clock_map.png
Scale bar: 50 um.
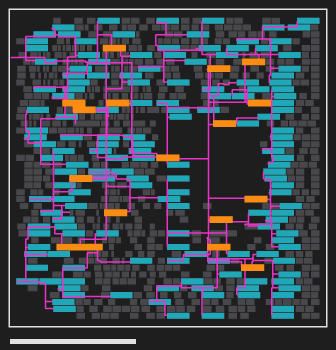
drive_strength.png
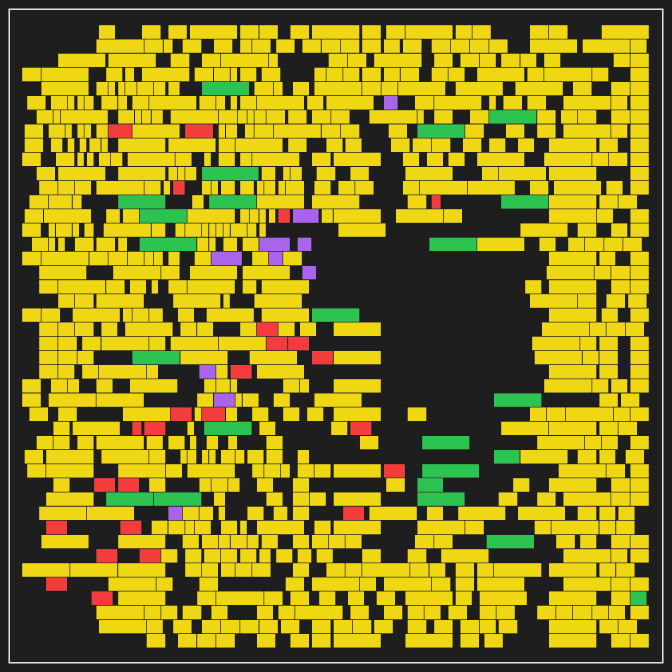
wire_density.png
The die is cut into 25 by 25 equal tiles; dark blue is low, red is high, scaled to the fullest tile. Values are wire area over tile area, all layers added.
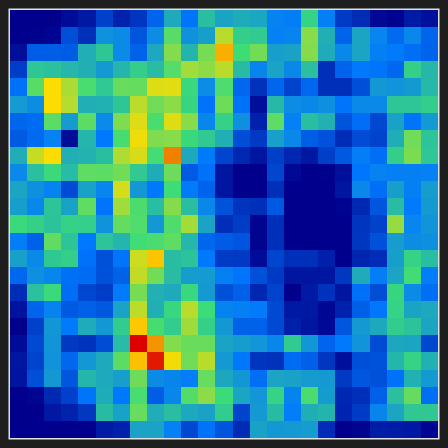
registers.png
Scale bar: 50 um. Other sequential cells in the stronger grey, the rest of the logic in the fainter grey.
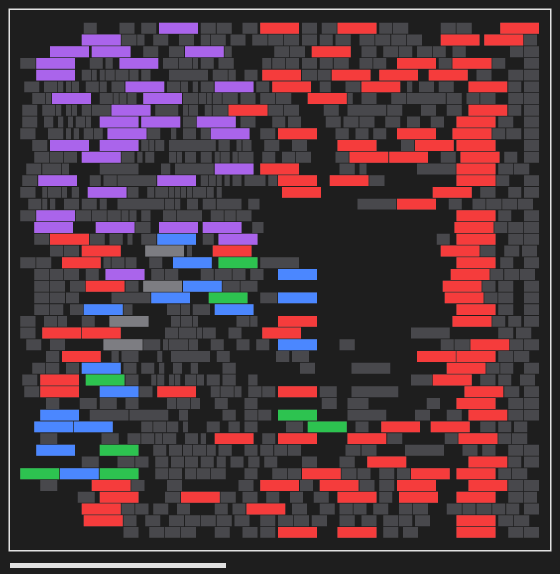
Design stage_decode, sky130hd; sources not shown.
==> notes.md <==
### Pwr
* **switching share of power** 22.66%
* **register share of total power** 45.2%
* **net switching power** 325.2 uW
* **total leakage power** 0.004145 uW

### Detailed routing
* **DRC viols** 0
* **detailed-router iteration count before antenna repair** 4

### Critical path
* **slowest stage cell, crit path** sky130_fd_sc_hd__or4_1
* **Setup CP Type** in2out
* **top cell family by delay on the critical path** simple AND/OR/NAND/NOR gates
* **crit path launch type** input port
* **cells along the critical path** clkdlybuf4s50_1 -> or4_1 -> nor2_1 -> nor4_1 -> nor4_2 -> nand2_1 -> a21o_1 -> clkdlybuf4s50_1
* **cell type with the highest occurrence count on the critical path** sky130_fd_sc_hd__clkdlybuf4s50_1
* **path length in cells of the critical path** 8

### Logic synthesis
* **net count entering floorplan** 623
* **biggest area cells** sky130_fd_sc_hd__dfrtp_1 59%, sky130_fd_sc_hd__a22o_1 14%, sky130_fd_sc_hd__xnor2_1 8.2%, sky130_fd_sc_hd__mux2_2 3.1%, sky130_fd_sc_hd__xor2_1 2.0%
* **yosys stat area** 6618 um2
* **Post-synth EDFFs** 0
* **total cells reported by yosys after synthesis** 522
* **most instantiated cells after synthesis** 156 x sky130_fd_sc_hd__dfrtp_1, 105 x sky130_fd_sc_hd__a22o_1, 62 x sky130_fd_sc_hd__xnor2_1

### Final timing
* **final hold viol count** 0
* **total negative slack** 0 ns
* **RSZ-0062 raised after global routing** false

### Clock tree
* **CTS tree** built
* **number of buffers created by CTS** 17
* **count of clock tree sinks** 156
* **number of instances resized during post-cts repair** 0

### Cells and area
* **final net count** 849

### Global route
* **number of antenna violations at the first check in global routing** 0

### Die
* **Floorplan Core Area** 14420 um2
* **die width** 125.3 um

### Status
* **status** completed

### Worst hold path
* **cell depth of the worst hold path** 1

### Placement
* **number of port buffers** 229

Notes on clock_map.png above:
[cells driving clock nets] orange | count: 17
[clock wires] magenta | length: 1770 um
[flip-flops] cyan | count: 156
routed clock nets: 18
flops lie: widely spread
Clock Latency Late Sink: 0.42 ns
power of the clock network: 602 uW
clk_skew: 0.008532 ns
share of total power in the clock network: 41.9%

Notes on drive_strength.png above:
[drive 2] red | cells: 25 | share: 3.3%
[drive 6 and up] green | cells: 23 | share: 3.0%
[drive 1 or less] yellow | cells: 700 | share: 92%
[drive 3 to 4] purple | cells: 10 | share: 1.3%
Non-Clock Buffer Count: 233
growth of design area from synthesis to finish: 45.72%
smallest setup slack after layout: 3.516 ns
design area: 9643 um2

Notes on wire_density.png above:
tiles over half the peak: 16%
mean over tiles: 0.18
nearly empty tiles: 7.8%
fullest tile: 0.60
emptiest ninth of the die: right middle
DR vias: 5171
global-route usage over all layers: 23.07%
total detailed-routing wirelength: 17750 um
Avg WL per Cell: 18.85 um

Notes on registers.png above:
[`sb_rd_reg`] green | sequential cells: 8
[`stage_id`] red | sequential cells: 96 | where: widely spread
[`sb_rd_next`] blue | sequential cells: 16
[`bubble_count`] purple | sequential cells: 32 | where: top left
fraction of area in registers: 40.48%
sequential cell area in the final layout: 3904 um2
sequential logic power: 648 uW
final cell utilization of the core: 66.85%

[through the flow]
step                utilization, %  hold slack [ns]
floorplan                        -           0.5018
global placement             62.83           0.4871
detailed placement           62.83           0.4902
CTS                          66.85           0.5077
global route                 66.85           0.5147
finish                       66.85           0.5035
[worst reg2reg max path: stages (launching register included)]
cell                        delay [ns]
sky130_fd_sc_hd__dfrtp_1          0.46
sky130_fd_sc_hd__nand2_1          0.11
sky130_fd_sc_hd__nor4_1           0.56
sky130_fd_sc_hd__nand4_1          0.27
sky130_fd_sc_hd__a2111oi_2        0.50
sky130_fd_sc_hd__o211ai_1         0.27
sky130_fd_sc_hd__or4_1            0.48
sky130_fd_sc_hd__xnor2_1          0.16
[power groups by stage]
stage | clock, uW | sequential (uW) | combinational, uW
global placement | 0 | 657 | 184
global route | 640 | 652 | 198
detailed placement | 0 | 659 | 186
floorplan | 0 | 664 | 71.3
finish | 602 | 648 | 185
CTS | 614 | 648 | 187
[layer usage]
metal | vias up | share of wire, %
li1 | 2384 | -
met1 | 2558 | 42
met2 | 192 | 50
met3 | 37 | 5.4
met4 | 0 | 2.5
met5 | - | 0
[placed cells by master (no fill, tap or decap), drive strengths merged, types with 5 or more instances in the layout]
cell / n
clkdlybuf4s50: 229
a22o: 105
nand2: 25
inv: 6
nor3: 5
nor4: 16
dfrtp: 156
or4: 6
nand4: 16
nand3: 20
clkbuf: 22
mux2: 18
nor2: 18
xnor2: 62
xor2: 15
[cells by family (layout without fill, tap and decap cells)]
family          after synthesis  after routing  synth area share, %
flops                       156            156                58.99
compound gates              121            121                15.94
simple gates                117            117                9.359
xor+xnor                     77             77                10.19
buf+inv                      32            268                2.269
mux                          18             18                3.063
fa+ha+maj                     1              1               0.1890
[area by class of cell]
type                            count  area [um2]
Fill cell                        1056        4781
Multi-Input combinational cell    334        2579
Timing Repair Buffer              233        2322
Sequential cell                   156        3904
Clock inverter                      7       116.4
Inverter                            6       27.53
Tap cell                          184       230.2
Clock buffer                       22       464.2
Power figures rest on the tool's default switching activity, not on a simulated workload.
